## src/rtl/pipe_pkg.sv

```systemverilog
// -----------------------------------------------------------------------------
// pipe_pkg
//   Shared definitions for the pipeline skid register family.
//
//   Contents:
//     PIPE_DEFAULT_WIDTH : default data word width for pipeline stages.
//     pipe_state_e       : occupancy state of a one-entry skid stage.
//                          EMPTY : no word held
//                          ONE   : one word in the main register
//                          FULL  : main register plus skid register occupied
//                          The fourth 2-bit code is illegal and recovers to EMPTY.
// -----------------------------------------------------------------------------
package pipe_pkg;

  localparam int PIPE_DEFAULT_WIDTH = 16;

  typedef enum logic [1:0] {
    EMPTY = 2'b00,
    ONE   = 2'b01,
    FULL  = 2'b10
  } pipe_state_e;

endpackage : pipe_pkg

```

## src/rtl/pipe_sat_counter.sv

```systemverilog
// -----------------------------------------------------------------------------
// pipe_sat_counter
//   Saturating up-counter with enable and asynchronous active-low clear.
//   Counts by one on each rising clock edge where en=1 and sticks at the
//   all-ones value.
//
//   Parameters:
//     WIDTH : counter width in bits (>= 1)
//
//   Ports:
//     clk   in   1      rising-edge clock
//     rst_n in   1      asynchronous active-low clear
//     en    in   1      count enable
//     count out  WIDTH  current count
// -----------------------------------------------------------------------------
module pipe_sat_counter
  import pipe_pkg::*;
#(
  parameter int WIDTH = PIPE_DEFAULT_WIDTH
) (
  input  logic             clk,
  input  logic             rst_n,
  input  logic             en,
  output logic [WIDTH-1:0] count
);

  localparam logic [WIDTH-1:0] COUNT_MAX = '1;

  logic [WIDTH-1:0] count_d;
  logic [WIDTH-1:0] count_q;

  always_comb begin
    count_d = count_q;
    if (en && (count_q != COUNT_MAX)) begin
      count_d = count_q + 1'b1;
    end
  end

  always_ff @(posedge clk or negedge rst_n) begin
    if (!rst_n) begin
      count_q <= '0;
    end else begin
      count_q <= count_d;
    end
  end

  assign count = count_q;

endmodule : pipe_sat_counter

```

## src/rtl/pipe_skid_reg.sv

```systemverilog
// -----------------------------------------------------------------------------
// pipe_skid_reg
//   Pipeline stage register with valid/ready handshake and a one-entry skid
//   buffer. in_ready is decoded from registered state only, so there is no
//   combinational path from out_ready back to in_ready. Words leave in strict
//   acceptance order with one cycle of latency; a stalled downstream never
//   causes a word to be dropped or duplicated.
//
//   Build option:
//     SKID_STATS_EN : when defined, adds the stall_count output, a saturating
//                     count of edges where out_valid=1 and out_ready=0.
//                     Cleared only by reset_n.
//
//   Parameters:
//     WIDTH      : data word width (>= 1)
//     STAT_WIDTH : stall counter width (>= 2), meaningful with SKID_STATS_EN
//
//   Ports:
//     clock       in   1           rising-edge clock
//     reset_n     in   1           asynchronous active-low reset
//     flush       in   1           synchronous discard of all buffered words
//     in_data     in   WIDTH       upstream word
//     in_valid    in   1           upstream word present
//     in_ready    out  1           stage can accept a word this cycle
//     out_data    out  WIDTH       downstream word
//     out_valid   out  1           out_data holds a valid word
//     out_ready   in   1           downstream accepts out_data this cycle
//     stall_count out  STAT_WIDTH  (SKID_STATS_EN only) stall edge counter
// -----------------------------------------------------------------------------
module pipe_skid_reg
  import pipe_pkg::*;
#(
  parameter int WIDTH      = PIPE_DEFAULT_WIDTH,
  parameter int STAT_WIDTH = 16
) (
  input  logic                  clock,
  input  logic                  reset_n,
  input  logic                  flush,
  input  logic [WIDTH-1:0]      in_data,
  input  logic                  in_valid,
  output logic                  in_ready,
  output logic [WIDTH-1:0]      out_data,
  output logic                  out_valid,
  input  logic                  out_ready
`ifdef SKID_STATS_EN
  ,
  output logic [STAT_WIDTH-1:0] stall_count
`endif
);

  // Reject nonsensical configurations at elaboration time.
  if ((WIDTH < 1) || (STAT_WIDTH < 2)) begin : g_bad_param
    $error("pipe_skid_reg: WIDTH must be >= 1 and STAT_WIDTH >= 2");
  end

  pipe_state_e      state_q;
  pipe_state_e      state_d;
  logic [WIDTH-1:0] main_q;
  logic [WIDTH-1:0] main_d;
  logic [WIDTH-1:0] skid_q;
  logic [WIDTH-1:0] skid_d;

  logic in_xfer;
  logic out_xfer;

  assign in_xfer  = in_valid & in_ready;
  assign out_xfer = out_valid & out_ready;

  // ---------------------------------------------------------------------------
  // State register
  // ---------------------------------------------------------------------------
  always_ff @(posedge clock or negedge reset_n) begin
    if (!reset_n) begin
      state_q <= EMPTY;
    end else begin
      state_q <= state_d;
    end
  end

  // ---------------------------------------------------------------------------
  // Next-state logic. Flush wins over every handshake in the same cycle.
  // ---------------------------------------------------------------------------
  always_comb begin
    state_d = state_q;
    if (flush) begin
      state_d = EMPTY;
    end else begin
      case (state_q)
        EMPTY: begin
          if (in_xfer) state_d = ONE;
        end
        ONE: begin
          if (in_xfer && !out_xfer) begin
            state_d = FULL;
          end else if (!in_xfer && out_xfer) begin
            state_d = EMPTY;
          end
        end
        FULL: begin
          if (out_xfer) state_d = ONE;
        end
        default: state_d = EMPTY;
      endcase
    end
  end

  // ---------------------------------------------------------------------------
  // Output decode from registered state only. Illegal encodings present
  // neither valid nor ready, so nothing is accepted or emitted while they
  // recover to EMPTY.
  // ---------------------------------------------------------------------------
  always_comb begin
    in_ready  = reset_n & ((state_q == EMPTY) | (state_q == ONE));
    out_valid = (state_q == ONE) | (state_q == FULL);
    out_data  = main_q;
  end

  // ---------------------------------------------------------------------------
  // Data path. Registers load only on an accepted word, so in_data seen while
  // in_valid=0 can never become a valid output. On flush the contents are left
  // as they are; state alone marks them dead.
  // ---------------------------------------------------------------------------
  always_comb begin
    main_d = main_q;
    skid_d = skid_q;
    if (!flush) begin
      case (state_q)
        EMPTY: begin
          if (in_xfer) main_d = in_data;
        end
        ONE: begin
          if (in_xfer && out_xfer) begin
            main_d = in_data;
          end else if (in_xfer) begin
            // Downstream stalled: park the new word behind the one on display.
            skid_d = in_data;
          end
        end
        FULL: begin
          if (out_xfer) main_d = skid_q;
        end
        default: begin
          main_d = main_q;
        end
      endcase
    end
  end

  always_ff @(posedge clock or negedge reset_n) begin
    if (!reset_n) begin
      main_q <= '0;
      skid_q <= '0;
    end else begin
      main_q <= main_d;
      skid_q <= skid_d;
    end
  end

`ifdef SKID_STATS_EN
  // ---------------------------------------------------------------------------
  // Stall statistics: counts edges where a word waits on the downstream.
  // ---------------------------------------------------------------------------
  logic stall_en;

  assign stall_en = out_valid & ~out_ready;

  pipe_sat_counter #(
    .WIDTH (STAT_WIDTH)
  ) u_stall_cnt (
    .clk   (clock),
    .rst_n (reset_n),
    .en    (stall_en),
    .count (stall_count)
  );
`endif

endmodule : pipe_skid_reg
```

## config.mk

```make
export PLATFORM = sky130hd
export DESIGN_NAME = pipe_skid_reg
export DESIGN_NICKNAME = d
export VERILOG_FILES = /design/src/rtl/pipe_pkg.sv /design/src/rtl/pipe_sat_counter.sv /design/src/rtl/pipe_skid_reg.sv
export SDC_FILE = /design/constraint.sdc
export NUM_CORES = 1
export LEC_CHECK = 0
export ABC_AREA = 0
export CELL_PAD_IN_SITES_DETAIL_PLACEMENT = 1
export CELL_PAD_IN_SITES_GLOBAL_PLACEMENT = 1
export CORE_ASPECT_RATIO = 0.5
export CORE_MARGIN = 2
export CORE_UTILIZATION = 45
export DETAILED_ROUTE_END_ITERATION = 8
export DONT_BUFFER_PORTS = 1
export GPL_TIMING_DRIVEN = 0
export MAX_ROUTING_LAYER = met4
export PLACE_DENSITY_LB_ADDON = 0.3
export SLEW_MARGIN = 15
export SYNTH_ARGS = -nofsm -noshare
export SYNTH_HDL_FRONTEND = slang
export SYNTH_HIERARCHICAL = 1
export SYNTH_SLANG_ARGS = --single-unit
```

## constraint.sdc

```tcl
create_clock -name clock -period 1.9 [get_ports clock]
set_input_delay 0.285 -clock clock [delete_from_list [all_inputs] [get_ports clock]]
set_output_delay 0.285 -clock clock [all_outputs]
set_load 0.02 [all_outputs]
```

==> metrics.log <==
[flow] summary of implementation run
INFO  metric layout-area-overhead-vs-synth = 25.85%
INFO  metric cell_count_listed_in_synth_stat_txt = 118
INFO  metric slew_viol_final = 0
INFO  metric max_cap_violations = 0
INFO  metric reg2reg_slack = -50 ps
INFO  metric slowest_stage = sky130_fd_sc_hd__or3_4
INFO  metric grt_use_total = 0.1934
INFO  metric wire_length_of_the_first_global_routing_pass = 5878 µm
INFO  metric critical_path.endpoint_type = flip-flop
INFO  metric htree_num_levels = 2
INFO  metric post_cts_buffers = 10
INFO  metric num_antenna_cells = 0
INFO  metric status = complete, but fails checks
INFO  metric whs_endpoint = state_q[0]
INFO  metric drc_errors = 0
INFO  metric dr_wl_met3 = 210 µm
INFO  metric stdcell_count = 190
INFO  metric sh_comb_area = 0.4172
INFO  metric critical_path.startpoint = state_q[1]
INFO  metric ir_worst_vdd = 629.3 µV
INFO  metric yosysChipArea = 1723 µm²
INFO  metric met2_length = 1692 µm
INFO  metric timing.rr.end = skid_q[8]
INFO  metric slew_headroom = 0.7674
INFO  metric antenna_found_initial = 0
INFO  metric clock_latency = 290 ps
INFO  metric totalNegativeSetupSlack = -685.9 ps
INFO  metric synth.lib_cells_used.distinct = 28
INFO  metric post-route-period-util = 1.025
INFO  metric place_inst = 169
INFO  metric p_int = 1.997 mW
INFO  metric synth.ff_latch_count = 34
INFO  metric vias = 1,043
INFO  metric synthesis.yosys.warnings = 6
INFO  metric die_y = 47.76 µm
INFO  metric chip_area = 4370 µm²
INFO  metric share_of_post_route_cells_with_drive_strength_above_1 = 0.6043
INFO  metric synth_top_cell_by_count = sky130_fd_sc_hd__mux2_2
INFO  metric cts_tree = done
INFO  metric synth.cellmix.xorXnorShare = 0
INFO  metric static-leakage-power = 0.9693 nW
INFO  metric worst_pin_slew = 348.1 ps
INFO  metric common_cells = 39 x sky130_fd_sc_hd__mux2_2, 34 x sky130_fd_sc_hd__dfrtp_1, 10 x sky130_fd_sc_hd__mux2_4
INFO  metric smallest_setup_slack_after_layout = -47.47 ps
INFO  metric power_top_consumer = sequential cells
INFO  metric synthSimpleGateAreaFrac = 0.04285
INFO  metric worst_ep_required_time = 2070 ps
INFO  metric finished_cell_area = 2168 µm²
INFO  metric log.warning_count = 33
INFO  metric share_seq_of_total_power = 0.499
INFO  metric dp_slack = -317.6 ps
INFO  metric power.switching = 952.9 µW
INFO  metric fa_ha_area_frac = 0.03631
INFO  metric post_synth.cell_area_avg = 14.60 µm²
INFO  metric rsz_0062_raised_after_global_routing = true
INFO  metric clock_skew = 5.146 ps
INFO  metric gr_ovfl_total = 0
INFO  metric min_path_type = in2reg
INFO  metric failed_checks = negative setup slack
INFO  metric report.final.setup_viol = 24
INFO  metric yosys.area.top_type = sky130_fd_sc_hd__dfrtp_1
INFO  metric cts_buffers = 5
INFO  metric max_freq = 513.5 MHz
INFO  metric gpl.final_weighted_congestion = 0.7454
INFO  metric clk-power = 650 µW
INFO  metric numPortBuffers = 0
INFO  metric worstSetupStartpointType = flip-flop
INFO  metric seq_cell_count = 34
INFO  metric num-nonclk-inverters = 2
INFO  metric hold_path.startpoint = flush
INFO  metric num_io_pins = 39
INFO  metric mostFrequentLayoutCells = 34 x sky130_fd_sc_hd__dfrtp_1, 29 x sky130_fd_sc_hd__mux2_2, 20 x sky130_fd_sc_hd__mux2_4
INFO  metric cts_resized = 25
INFO  metric ys_async_sr_fraction = 1.000
INFO  metric pwr-share-comb = 0.280
**Logic cells by family**

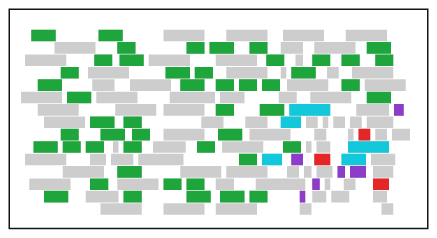
- AND-OR and OR-AND gates: red (cells 3)
- adder and majority cells: cyan (cells 5)
- multiplexers: green (cells 49; most used mux2_2; where widely spread)
- NAND gates: purple (cells 6; most used nand3_1; where south-east)

**Met3 routing**

Bar = 20 µm.
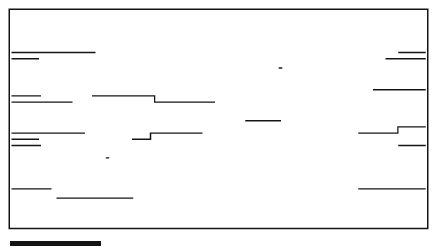
- longest straight run: 18.2 µm
- share of all routed wire: 5.7%
- wire length on this layer: 211 µm
- nets with wire on the layer: 16

**Routing congestion map**

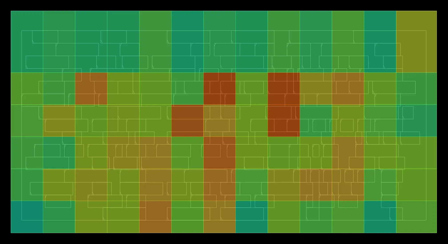
met1 track demand over resource: 0.2428
met2 Resource Use GR: 0.3000
grt peak-use layer: met2
share of the core filled with cells in the final layout: 0.6113
met3 routing resource usage after global routing: 0.06772

**Metal 2**

Cells faint in the background.
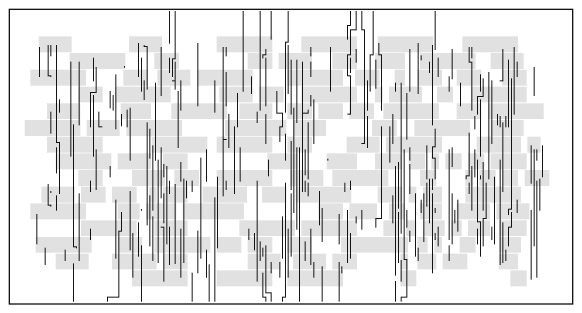
- main direction: vertical
- share of all routed wire: 46%
- wire length on this layer: 1,690 µm
- nets with wire on the layer: 149
- longest straight run: 25.0 µm

**Register map, names as in the netlist**

Other sequential cells in the stronger grey, the rest of the logic in the fainter grey.
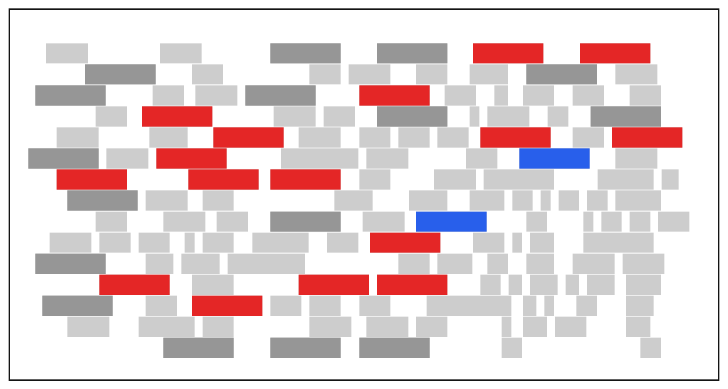
- `skid_q`: red (sequential cells 16)
- `state_q`: blue (sequential cells 2)

Power and IR drop assume default switching activity.
